<file path="src/rtl/seq_alu.sv">
// Iterative execute-stage ALU: add/sub/xor complete in one cycle, shifts
// walk one bit per cycle behind a start/busy/done handshake.
module seq_alu #(
  parameter int unsigned WIDTH   = 32,
  parameter int unsigned SHAMT_W = $clog2(WIDTH)
) (
  input  logic             clk,
  input  logic             rst_n,
  input  logic             start,
  input  logic [3:0]       aluCtrl,
  input  logic [WIDTH-1:0] a,
  input  logic [WIDTH-1:0] b,
  output logic             busy,
  output logic             done,
  output logic [WIDTH-1:0] result,
  output logic             zero,
  output logic             err
);

  localparam logic [1:0] S_IDLE  = 2'd0;
  localparam logic [1:0] S_SHIFT = 2'd1;
  localparam logic [1:0] S_DONE  = 2'd2;

  localparam logic [3:0] OP_ADD = 4'b0010;
  localparam logic [3:0] OP_SUB = 4'b0110;
  localparam logic [3:0] OP_XOR = 4'b0011;
  localparam logic [3:0] OP_SRL = 4'b0100;
  localparam logic [3:0] OP_SLL = 4'b0101;

  logic [1:0]         state_q,  state_d;
  logic               left_q,   left_d;
  logic [WIDTH-1:0]   sh_q,     sh_d;
  logic [SHAMT_W-1:0] cnt_q,    cnt_d;
  logic [WIDTH-1:0]   result_q, result_d;
  logic               zero_q,   zero_d;
  logic               err_q,    err_d;

  logic               fin;
  logic               fin_err;
  logic [WIDTH-1:0]   fin_res;
  logic [SHAMT_W-1:0] shamt;
  logic [WIDTH-1:0]   first_sh;
  logic [WIDTH-1:0]   step_sh;

  assign shamt    = b[SHAMT_W-1:0];
  assign first_sh = (aluCtrl == OP_SLL) ? (a << 1) : (a >> 1);
  assign step_sh  = left_q ? (sh_q << 1) : (sh_q >> 1);

  always_comb begin
    state_d  = state_q;
    left_d   = left_q;
    sh_d     = sh_q;
    cnt_d    = cnt_q;
    result_d = result_q;
    zero_d   = zero_q;
    err_d    = err_q;
    fin      = 1'b0;
    fin_err  = 1'b0;
    fin_res  = '0;

    case (state_q)
      S_SHIFT: begin
        sh_d  = step_sh;
        cnt_d = cnt_q - SHAMT_W'(1);
        if (cnt_q == SHAMT_W'(1)) begin
          fin     = 1'b1;
          fin_res = step_sh;
        end
      end
      default: begin
        state_d = S_IDLE;
        if (start) begin
          case (aluCtrl)
            OP_ADD: begin fin = 1'b1; fin_res = a + b; end
            OP_SUB: begin fin = 1'b1; fin_res = a - b; end
            OP_XOR: begin fin = 1'b1; fin_res = a ^ b; end
            OP_SRL, OP_SLL: begin
              left_d = (aluCtrl == OP_SLL);
              // First bit is shifted on the accepting edge so latency is
              // max(1, shamt) and busy spans only shamt-1 cycles.
              if (shamt == '0) begin
                fin     = 1'b1;
                fin_res = a;
              end else if (shamt == SHAMT_W'(1)) begin
                fin     = 1'b1;
                fin_res = first_sh;
              end else begin
                state_d = S_SHIFT;
                sh_d    = first_sh;
                cnt_d   = shamt - SHAMT_W'(1);
              end
            end
            default: begin
              fin     = 1'b1;
              fin_err = 1'b1;
              fin_res = '0;
            end
          endcase
        end
      end
    endcase

    if (fin) begin
      state_d  = S_DONE;
      result_d = fin_res;
      zero_d   = (fin_res == '0);
      err_d    = fin_err;
    end
  end

  always_ff @(posedge clk or negedge rst_n) begin
    if (!rst_n) begin
      state_q  <= S_IDLE;
      left_q   <= 1'b0;
      sh_q     <= '0;
      cnt_q    <= '0;
      result_q <= '0;
      zero_q   <= 1'b0;
      err_q    <= 1'b0;
    end else begin
      state_q  <= state_d;
      left_q   <= left_d;
      sh_q     <= sh_d;
      cnt_q    <= cnt_d;
      result_q <= result_d;
      zero_q   <= zero_d;
      err_q    <= err_d;
    end
  end

  assign busy   = (state_q == S_SHIFT);
  assign done   = (state_q == S_DONE);
  assign result = result_q;
  assign zero   = zero_q;
  assign err    = err_q;

endmodule

</file>
<file path="config.mk">
export PLATFORM = sky130hd
export DESIGN_NAME = seq_alu
export DESIGN_NICKNAME = d
export VERILOG_FILES = /design/src/rtl/seq_alu.sv
export SDC_FILE = /design/constraint.sdc
export NUM_CORES = 1
export LEC_CHECK = 0
export CORE_MARGIN = 3
export CORE_UTILIZATION = 32
export DETAILED_ROUTE_END_ITERATION = 12
export PLACE_DENSITY = 0.51
export SLEW_MARGIN = 20
export SYNTH_ARGS = -nofsm -noshare
export SYNTH_HDL_FRONTEND = slang
export SYNTH_SLANG_ARGS = --single-unit
</file>
<file path="constraint.sdc">
create_clock -name clk -period 6.2 [get_ports clk]
set_clock_uncertainty 0.15 [all_clocks]
set_input_delay 0.62 -clock clk [delete_from_list [all_inputs] [get_ports clk]]
set_output_delay 0.62 -clock clk [all_outputs]
set_load 0.1 [all_outputs]
</file>
**Signal wires on met1**

Cells faint in the background.
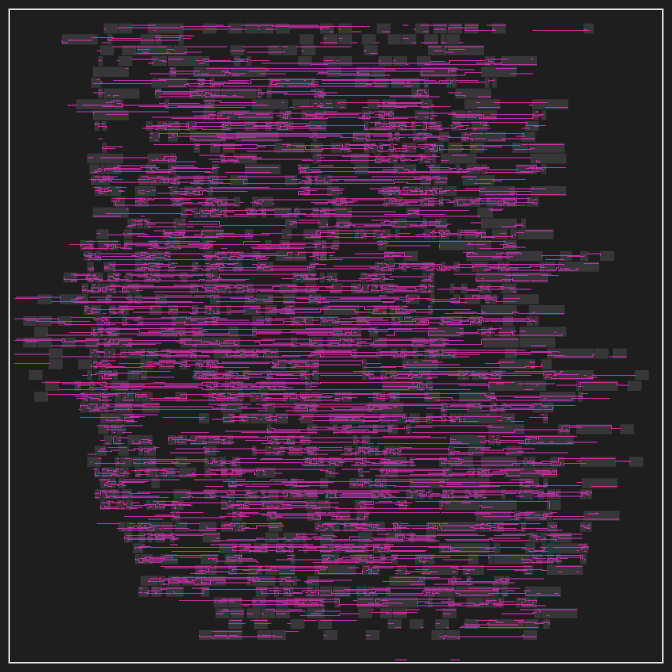
The layer carries 15700 um of wire. 1143 nets have wire on it. The layer holds 49% of the routed length.

**Signal wires on met2**

Scale bar: 50 um.
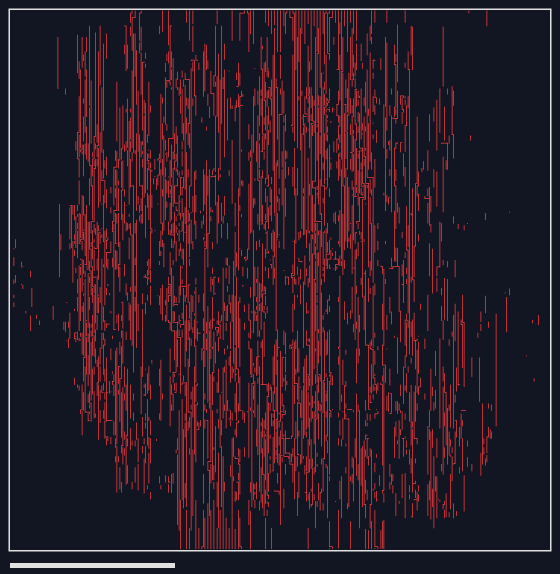
934 nets have wire on it. The longest straight run is 86.4 um. The layer carries 13500 um of wire. The wires run mostly vertical. The layer holds 42% of the routed length.
Vias: 8295
total wire length: 32100 um
met2 Use GR: 0.340

**Metal 3**

Scale bar: 50 um.
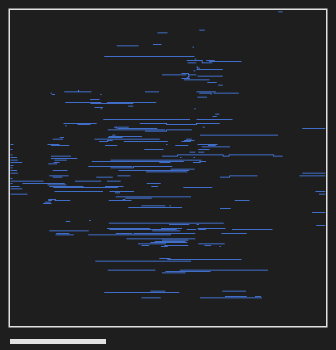
The wires run mostly horizontal. The layer carries 2350 um of wire. The layer holds 7.3% of the routed length. 152 nets have wire on it. The longest straight run is 59.3 um.
met3 Use GR: 0.0346

**M4 wires**

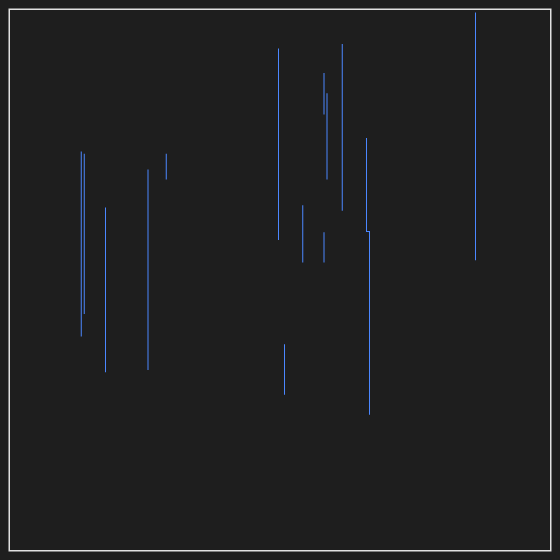
The layer carries 568 um of wire. 13 nets have wire on it. The wires run mostly vertical. The longest straight run is 74.8 um.

-- worst min path at each step --
stage                             to  slack (ns)  cells past startpoint
after global placement    result[15]        0.31                      1
after global routing      result[27]        0.37                      1
after CTS                    sh_q[6]        0.32                      1
final                     result[27]        0.29                      1
after detailed placement  result[12]        0.32                      1
after floorplan             cnt_q[0]        0.17                      0
-- cells by family (layout without fill, tap and decap cells) --
| kind of cell | after synthesis | count (layout) | share of synthesized area |
|---|---|---|---|
| AND-OR/OR-AND | 349 | 349 | 0.277 |
| AND/OR/NAND/NOR | 348 | 348 | 0.218 |
| buffers and inverters | 91 | 173 | 0.0512 |
| flip-flops | 74 | 74 | 0.232 |
| adder cells (fa/ha/maj) | 37 | 37 | 0.0591 |
| multiplexers | 78 | 78 | 0.104 |
| XOR/XNOR | 53 | 53 | 0.0583 |
==> CHANGELOG.md <==
## Flow update

* CTS Root Cell: clkbuf_16
* Sw Pwr at 0.00102 W
* Syn nets at about 1.1k
* Gp weighted congestion at 0.915
* Setup Fix Bufs, Post-CTS at 0
* Largest power group: combinational logic
* Cell repeated most along the worst path: nand2_1
* Top_reg_cell synth: dfrtp_1
* Non-clk invs at 24
* Inst Count DP at around 1.4k
* CTS tree: yes
* Storage cell area at approximately 1900 um2
* Max-slew headroom at 0.330
* Min Hold Slack at 0.287 ns
* Non-filler cells, final at between 1k and 1.5k
* Layout cells sized above 1 at 0.0953
* Post-CTS sizing at 0
* WP data arrival at 5.55 ns
* Drt first pass iters at 6
* CLK BUF at 9
* Die extent in x at 164 um
* GRT Total Usage at 0.239
* Comb. pwr at 0.00108 W
* Drt wl/cell at 22.4 um
* Startpoint Class: input pin
* Crit Path Class: in2reg
* Final worst slack at 0.770 ns
* Logic area at 5750 um2
* Cts hold-fix bufs at 0
* WL met2 at 13500 um
* Yosys Instances at 1030
* Max-slew violation count at 0
* Yosys chip area at roughly 8000 um2
* Fmax at 0.184 GHz
* Sw Ratio at 0.435
* Largest stage delay on the critical path at 0.51 ns
* Clock Tree Buf Depth at 2
* Hold Path Class: in2async
* Routed wl met3 at ~2400 um
* Unrepaired setup endpoints after global routing: no
* Top cells by count: nand2_1, o21ai_0, nor2_1, dfrtp_1, a21oi_1
* Most frequent logic cell in the layout: nand2_1
* Crit-path cells: clkdlybuf4s50_1 -> inv_1 -> ha_1 -> nand2_1 -> nor2_1 -> nand2_1 -> nor2_1 -> nand2_1 -> o21ai_0 -> nand2_1 -> xnor2_1 -> ha_1 -> a21o_1 -> a21o_1 -> a21o_1 -> a2111oi_2 -> o21a_1 -> o31ai_1 -> a2111oi_2 -> nand4_1 -> o21ai_1
* Area of the core at 24400 um2
* Flop share of the area at 0.191
* IO Count at 107
* Clock sink count at around 74
* DR iter-0 viols at 844
* Seq power at roughly 0.00067 W
* Combinational Power Share at 0.460
* Worst R2R Start: state_q[0]
* Die H at 164 um
* Post-layout min period at 5.43 ns
* GR Util met1 at 0.373
* Yosys top cell by instances: nand2_1
* Finished Cell Area at 9690 um2
* Worst path depth at 21
* # port buffers at 106
* Log Warnings at 28
* EDFF count, synth at 0
* Layout fillers at 2567
* Worst-Margin Slew at 1.00 ns
* Synth Area per Inst at 7.73 um2
* Non-clock buffers at 133
* Synth top area share at 0.232
* Setup WS pre-CTS at 0.494 ns
* CTS H-tree depth at 3
* Total grt overflow at 0
* Cell taking the most area after synthesis: dfrtp_1
* Largest cell class: multi-input combinational cells
* Cell-internal power at 0.00133 W
* Fin crit share at 0.876
* FF-to-FF End: zero
* R2R depth at 14
* Setup TNS at 0 ns
* Ys Warns at 0
* Worst vdd ir at 0.107 mV
* P_clk at 0.000594 W
* Fraction of registers with async set or reset after synthesis at 1.00
* Setup violations, final at 0
* Top delay family on crit path: AND-OR/OR-AND gates
* Final hold violations at 0
* Fin util at 0.397
* # DRC at 0
* Status: complete, no violations
* Clock slew at reported path FFs at 0.06 ns
Power is estimated from default activity; no workload was simulated.
